Design div_sequencer, sky130hd; sources not shown.
Figure 1. Power grid (run 1).
The bar under the picture is 50 um long. Pins as bars on the die edge. Tap cells in grey.
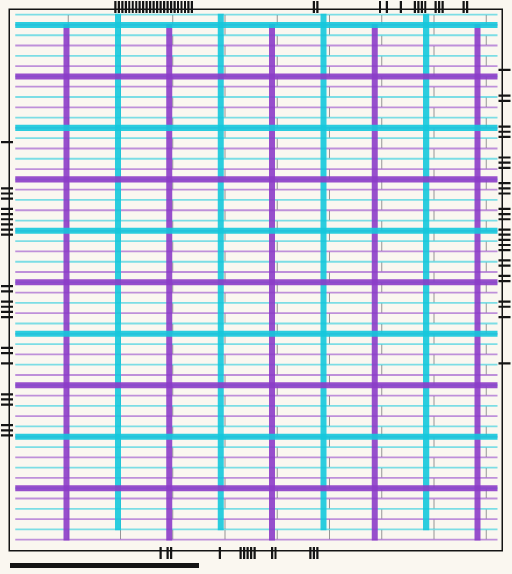
| colour | net |
|---|---|
| cyan | VDD |
| purple | VSS |
rows: 51
met5 straps: 10
tap cells: 238
met4 straps: 9
Floorplan Core Area: 17700 um^2
Max rail drop VDD: 231 uV

Figure 2. Where the registers sit (run 1).
The bar under the picture is 50 um long. Other sequential cells in the stronger grey, the rest of the logic in the fainter grey.
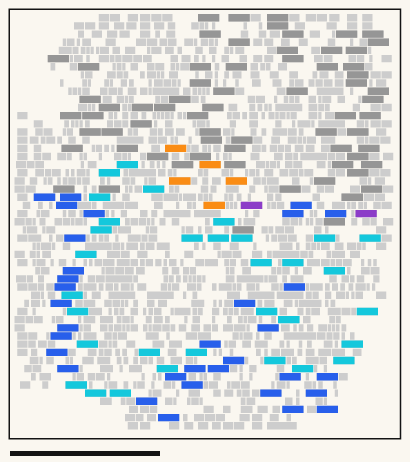
| colour | netlist name | flops |
|---|---|---|
| orange | counter | 5 |
| blue | divb | 33 |
| cyan | rem | 32 |
| purple | dbg_state | 2 |
register cell area after layout: 2780 um^2
sequential portion of the cell area: 25.9%
Seq group: 1030 uW

Figure 3. Cell outlines without signal wires (run 1).
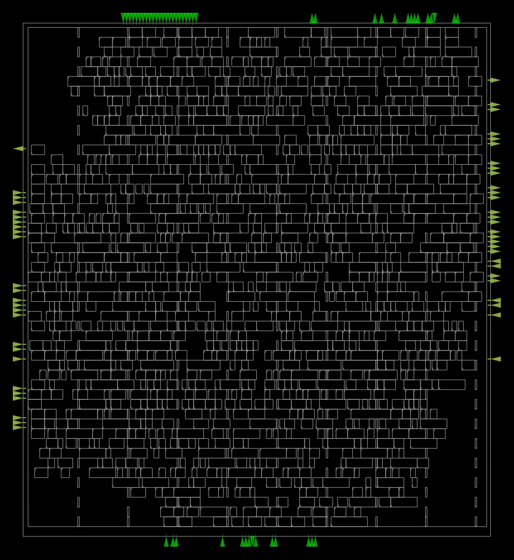
number of filler cells placed in the layout: 1634
Final Instance Count excl. Fillers: 1459

==> results_slide.txt, run 1 <==
Run Summary

CTS
  • Buffer type at the clock tree root: clkbuf_16
  • Insertion Delay late pin: between 0.4 and 0.5 ns
  • Htree depth: 4
  • CTS tree: built
  • Post-CTS setup-driven buffer insertion count: 0
  • Sink count of the clock tree: between 100 and 150
  • Hold-fix buffer count after cts: 0

Yosys
  • Proportion of register bits with asynchronous set or reset after synthesis: 0%
  • Leading cell types by total area after synthesis: dfxtp_1 31%, xnor2_1 6.6%, ha_1 5.3%
  • Flip-flops with a built-in enable: 0
  • Most frequent cell after synthesis: dfxtp_1
  • Chip area in the Yosys report: between 8000 and 9000 um^2
  • Most area-hungry cell type in the Yosys netlist: dfxtp_1
  • Synth unique cells: between 60 and 70
  • Most used standard cells in the synthesized netlist: 139 x dfxtp_1, 122 x nor2_1, 113 x nand2_1
  • Top-area cell type share of the netlist area: 30.9%
  • Number of warnings reported in the yosys synthesis log: 0
  • Dominant flop cell: dfxtp_1
  • Syn Inst Count: about 1.1k
  • Mapped cell area: roughly 9000 um^2

Route
  • Total Routed Length: approximately 24000 um
  • Routed length on met2: 10600 um
  • Mean routed wirelength per cell: between 15 and 20 um
  • Routed via count: between 8k and 9k
  • Post-route met1 wirelength: about 12000 um
  • Ratio of routed vias to standard cells: between 5 and 6
  • Max layer used: met4
  • Remaining antenna violation count: 0

Final layout
  • Layout overhead on the synthesized area: 19.5%
  • Number of flip-flops under the largest register name: 33
  • Share of layout cells above drive strength 1: ~6.6%
  • Final standard cell area without fillers: between 10000 and 15000 um^2
  • Layout Nets: 1314
  • Final core utilization: between 60 and 70%
  • Most frequently placed logic cell in the final layout: dfxtp_1

Setup path
  • Start-to-end type of the worst setup path: reg -> reg
  • Slowest Stage Delay on Critical Path: 0.57 ns
  • Buf/Inv on CP: 2
  • Worst endpoint data arrival time: 5.00 ns
  • Gate family responsible for the most delay along the worst path: AND-OR/OR-AND gates
  • Crit path launch type: flip-flop
  • Crit. End Element: flip-flop
  • Depth of the worst register-to-register path: 18
  • List of cells traversed by the critical path: inv_1 -> ha_1 -> nor2b_1 -> o31ai_1 -> a211o_1 -> nand3_1 -> a221oi_2 -> o31ai_4 -> inv_1 -> ha_1 -> or3b_2 -> nor2b_1 -> nand4_1 -> or4_1 -> o21ai_0 -> xnor2_1 -> a22oi_1 -> nor2_1
  • Data required, critical path: ~6.4 ns
  • Cell with the largest stage delay on the worst path: a221oi_2
  • Critical Path Stages: 18

Outcome
  • Status: finished, final reports clean

Pwr
  • Net switching power: 1190 uW
  • Power dissipated in combinational cells: 1230 uW
  • Group with the largest share of power: combinational cells
  • Part of the total power dissipated in combinational logic: around two fifths
  • Cell-internal power: a little over 2000 uW
  • Power per Cell Area: between 300 and 400 nW/um^2
  • Leakage dissipation: a little under 0.004 uW
  • Part of the power in the clock network: roughly 30%
  • Switching portion of total power: a little under two fifths
  • Sequential power share: approximately a third
  • Power of the clock network: about 1000 uW
  • Design Power: 3230 uW

STA
  • Number of setup violations in the final report: 0
  • Hold Violations, Final: 0
  • Final Worst Setup Slack: about 1.4 ns
  • Worst-case headroom to the max-slew limit: approximately a third
  • Setup_tns: 0 ns
  • Final worst hold slack: roughly 0.27 ns
  • Final critical-path share of the clock period: around 78%
  • Actual slew at the worst max-slew pin: a little over 1 ns
  • RSZ-0062 raised after global routing: false
  • Highest clock rate: roughly 200 MHz

GRT
  • Overall fraction of global-route tracks in use: a little over a quarter
  • Number of global-route vias before repair: ~7.7k
  • Overall overflow remaining after global route: 0
  • Largest net degree at the start of global routing: around 96
  • Met2 layer usage reported by global route: ~40%
  • Antenna violations before repair: 0
  • First-pass GRT wire length: about 40000 um
  • Busiest grt layer: met2

Placed design
  • Dpl cells: 1425
  • Count of port buffers added during placement: just over 100
  • Routability cong.: a little over 0.9
  • Post-DP HPWL: around 17000 um

Floorplanning
  • Die Width: 130 um
  • Chip area: 18500 um^2
  • Chip Height: roughly 140 um
  • Number of cell rows: between 50 and 60
  • Core utilization before placement: between 50% and 60%

Min path
  • Hold WC Path Type: reg -> reg
==> run 1: tightest hold or removal path: cells and delay by family, from the launching register on <==
kind               cells  cell delay, ns
AOI/OAI and AO/OA      1            0.05
DFF                    1            0.32
and+or+nand+nor        1            0.05
==> run 1: cells by family (layout without fill, tap and decap cells) <==
group           Yosys count  in the layout  share of synthesized area (%)
flops                   139            139                           30.9
buf+inv                 126            203                           5.31
simple gates            361            361                           18.8
compound gates          351            351                           26.6
xor+xnor                114            114                           11.1
mux                      14             14                           1.70
fa+ha+maj                39             39                           5.51
==> run 1: layout make-up <==
class	instances	area (um^2)
fill	1634	6930
multi-input combinational	879	5750
sequential	139	2780
timing repair buffer	116	1130
clock buffer	20	467
tap	238	298
inverter	55	206
clock inverter	12	114
==> run 2: changes to the inputs <==
- PLACE_DENSITY: 0.72 -> 0.75
- clock period: 6.3 -> 4.4 ns (I/O delays scaled with it)
==> run 2 against run 1 <==
  * Clock power is 53% higher
  * Synthesized cell count stayed put
  * Hold slack worse by 0.012 ns
==> results_slide.txt, run 2 <==
Run Summary

Setup path
  • Maximum fanout along the worst path: 3 (was 5)
  • Data required, critical path: 4.49 ns (was 6.40 ns)
  • Start-to-end type of the worst setup path: reg -> reg (unchanged)
  • Slowest Stage Delay on Critical Path: 0.55 ns (was 0.57 ns)
  • Buf/Inv on CP: 2 (unchanged)
  • List of cells traversed by the critical path: inv_1 -> ha_1 -> a21oi_1 -> o211ai_1 -> a2111oi_4 -> nor2_2 -> a221oi_4 -> o31ai_4 -> inv_2 -> ha_1 -> or3b_4 -> nor2b_2 -> nand4_1 -> or4_4 -> o21ai_2 -> xnor2_1 -> a22oi_1 -> nor2_1 (was inv_1 -> ha_1 -> nor2b_1 -> o31ai_1 -> a211o_1 -> nand3_1 -> a221oi_2 -> o31ai_4 -> inv_1 -> ha_1 -> or3b_2 -> nor2b_1 -> nand4_1 -> or4_1 -> o21ai_0 -> xnor2_1 -> a22oi_1 -> nor2_1)
  • Crit path launch type: flip-flop (unchanged)
  • Crit. End Element: flip-flop (unchanged)
  • Gate family responsible for the most delay along the worst path: AND-OR/OR-AND gates (unchanged)
  • Critical Path Stages: 18 (unchanged)
  • Worst endpoint data arrival time: 4.22 ns (was 5.00 ns)
  • Depth of the worst register-to-register path: 18 (unchanged)

Final layout
  • Number of signal-net buffers in the layout: 143 (was 116)
  • Nonclk inv count: 55 (unchanged)
  • Share of layout cells above drive strength 1: 10.1% (was 6.55%)
  • Antenna diode count: 0 (unchanged)
  • Layout overhead on the synthesized area: 23.9% (was 19.5%)
  • Sequential portion of the cell area: 25.0% (was 25.9%)
  • Register cell area after layout: 2780 um^2 (about the same)
  • Multi-input logic portion of the cell area: 52.6% (was 53.5%)
  • Most frequently placed logic cell in the final layout: dfxtp_1 (unchanged)
  • Clk cell area share: 5.47% (was 5.40%)
  • Final-layout clock buffer total: 19 (was 20)
  • Number of flip-flops under the largest register name: 33 (unchanged)
  • Logic cell area: 5860 um^2 (was 5750 um^2)
  • Layout Nets: 1341 (was 1314)
  • Number of filler cells placed in the layout: 1561 (was 1634)
  • Flip-flops: 139 (unchanged)
  • Share of final layout cell area taken by non-clock buffers: 12.4% (was 10.5%)
  • Count of multi-input combinational gates: 879 (unchanged)
  • Area-dominant cell class after layout: multi-input combinational cells (unchanged)

Route
  • Max layer used: met4 (unchanged)
  • Post-route met1 wirelength: 11600 um (was 11700 um)
  • Remaining antenna violation count: 0 (unchanged)
  • Routed via count: 8817 (was 8566)
  • Routed length on met2: 11200 um (was 10600 um)
  • Ratio of routed vias to standard cells: 5.93 (was 5.87)
  • Total Routed Length: 24600 um (was 24100 um)
  • Mean routed wirelength per cell: 16.5 um (about the same)

STA
  • Hold Violations, Final: 0 (unchanged)
  • Final worst hold slack: 0.256 ns (was 0.269 ns)
  • RSZ-0062 raised after global routing: false (unchanged)
  • Worst-case headroom to the max-slew limit: 28.7% (was 32.2%)
  • Number of pins exceeding their max-slew limit in the final report: 0 (unchanged)
  • Final critical path time including I/O delays and setup: 4.13 ns (was 4.90 ns)
  • Number of setup violations in the final report: 0 (unchanged)
  • Final critical-path share of the clock period: 93.8% (was 77.8%)
  • Highest clock rate: 242 MHz (was 204 MHz)
  • Final Worst Setup Slack: 0.274 ns (was 1.40 ns)

GRT
  • First-pass GRT wire length: 40000 um (was 39300 um)
  • Overall overflow remaining after global route: 0 (unchanged)
  • Met2 layer usage reported by global route: 42.2% (was 40.4%)
  • Largest net degree at the start of global routing: 76 (was 96)
  • Overall fraction of global-route tracks in use: 27.2% (was 26.9%)
  • Antenna violations before repair: 0 (unchanged)
  • Number of global-route vias before repair: 8052 (was 7686)

Pwr
  • Max rail drop VDD: 324 uV (was 231 uV)
  • Power per Cell Area: 436 nW/um^2 (was 301 nW/um^2)
  • Leakage dissipation: 0.00414 uW (was 0.00396 uW)

CTS
  • Htree depth: 4 (unchanged)
  • Buffer type at the clock tree root: clkbuf_16 (unchanged)
  • Insertion Delay late pin: 0.43 ns (was 0.42 ns)
  • Hold-fix buffer count after cts: 0 (unchanged)
  • Post-CTS setup-driven buffer insertion count: 0 (unchanged)
  • Post-CTS clock slew at the launch and capture registers of the worst setup and hold paths: 0.06 ns (about the same)
  • Sink count of the clock tree: 139 (unchanged)

Outcome
  • Status: finished, final reports clean (unchanged)

Yosys
  • AND-OR/OR-AND share of the synthesized area: 26.6% (unchanged)
  • Portion of netlist area occupied by mux cells: 1.70% (unchanged)
  • Most area-hungry cell type in the Yosys netlist: dfxtp_1 (unchanged)
  • Simple-gate area share of the yosys netlist: 18.8% (unchanged)
  • Number of warnings reported in the yosys synthesis log: 0 (unchanged)
  • Synth logic family: AND-OR/OR-AND gates (unchanged)
  • Flip-flops with a built-in enable: 0 (unchanged)
  • Top-area cell type share of the netlist area: 30.9% (unchanged)
  • Most used standard cells in the synthesized netlist: 139 x dfxtp_1, 122 x nor2_1, 113 x nand2_1 (unchanged)
  • Proportion of register bits with asynchronous set or reset after synthesis: 0% (unchanged)
  • Leading cell types by total area after synthesis: dfxtp_1 31%, xnor2_1 6.6%, ha_1 5.3% (unchanged)
  • Mapped cell area: 8990 um^2 (unchanged)
  • Chip area in the Yosys report: 8990 um^2 (unchanged)
  • Synth unique cells: 65 (unchanged)
  • Dominant flop cell: dfxtp_1 (unchanged)
  • Syn Inst Count: 1144 (unchanged)
  • Most frequent cell after synthesis: dfxtp_1 (unchanged)
  • XOR Share, Synth: 11.1% (unchanged)
  • Adder-cell area share of the yosys netlist: 5.51% (unchanged)

Floorplanning
  • Die Width: 130 um (unchanged)
  • Core utilization before placement: 50.9% (unchanged)
  • Floorplan Core Area: 17700 um^2 (unchanged)
  • Number of tap cells added at floorplan: 238 (unchanged)
  • Chip area: 18500 um^2 (unchanged)

Placed design
  • Post-DP HPWL: 17400 um (was 17100 um)
  • Dpl cells: 1450 (was 1425)
  • Routability cong.: 0.912 (was 0.930)

Min path
  • Hold WC Path Type: reg -> reg (unchanged)
-- run 2: cell counts after synthesis --
No cell type changed its count.
-- run 2: report_power, final --
group,switching (uW),internal [uW]
clock network,610,881
registers,110,1360
logic,1070,833
-- run 2: per-stage QoR --
| step | total power, uW | instance area (um^2) | setup TNS, ns | utilization (%) |
|---|---|---|---|---|
| 2_1_floorplan | 2790 | 9010 | 0 | - |
| 3_3_place_gp | 3250 | 10400 | 0 | 58.8 |
| 3_5_place_dp | 3280 | 10400 | -0.138 | 58.8 |
| 4_1_cts | 4780 | 11000 | 0 | 62.3 |
| 5_1_grt | 5120 | 11100 | 0 | 63.0 |
| 6_report | 4860 | 11100 | 0 | 63.0 |
Figure 4. Cell outlines without signal wires (run 2).
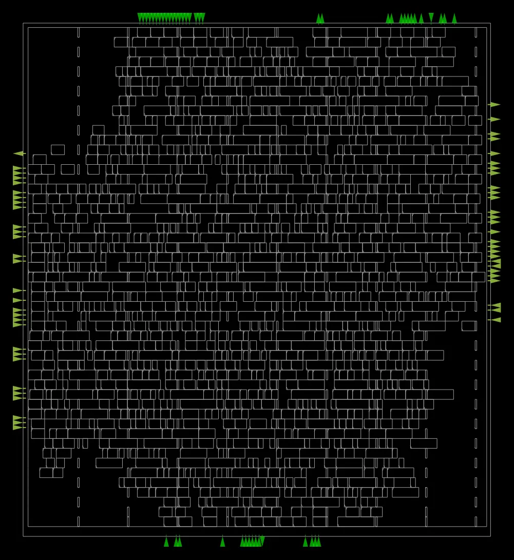
Final Instance Count excl. Fillers: 1486
number of cell rows: 51

Figure 5. Nets reached from selected ports (run 2).
The bar under the picture is 50 um long.
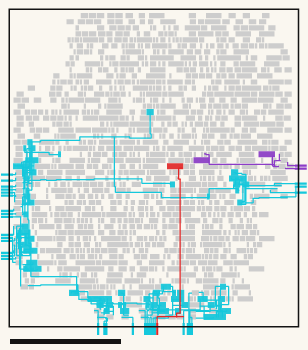
| colour | port | bits | direction | edge | end cells | buffers | wire |
|---|---|---|---|---|---|---|---|
| cyan | data_operandB | 32 | input | 15 left, 14 bottom, 3 right | 80 | 33 | 1350 um |
| red | data_exception | 1 | output | bottom | 1 | 1 | 87.8 um |
| purple | dbg_state | 2 | output | right | 2 | 2 | 63.9 um |
count of port buffers added during placement: 103
I/O pin total: 104

No activity file was given, so power comes from the tool's default toggle rates.
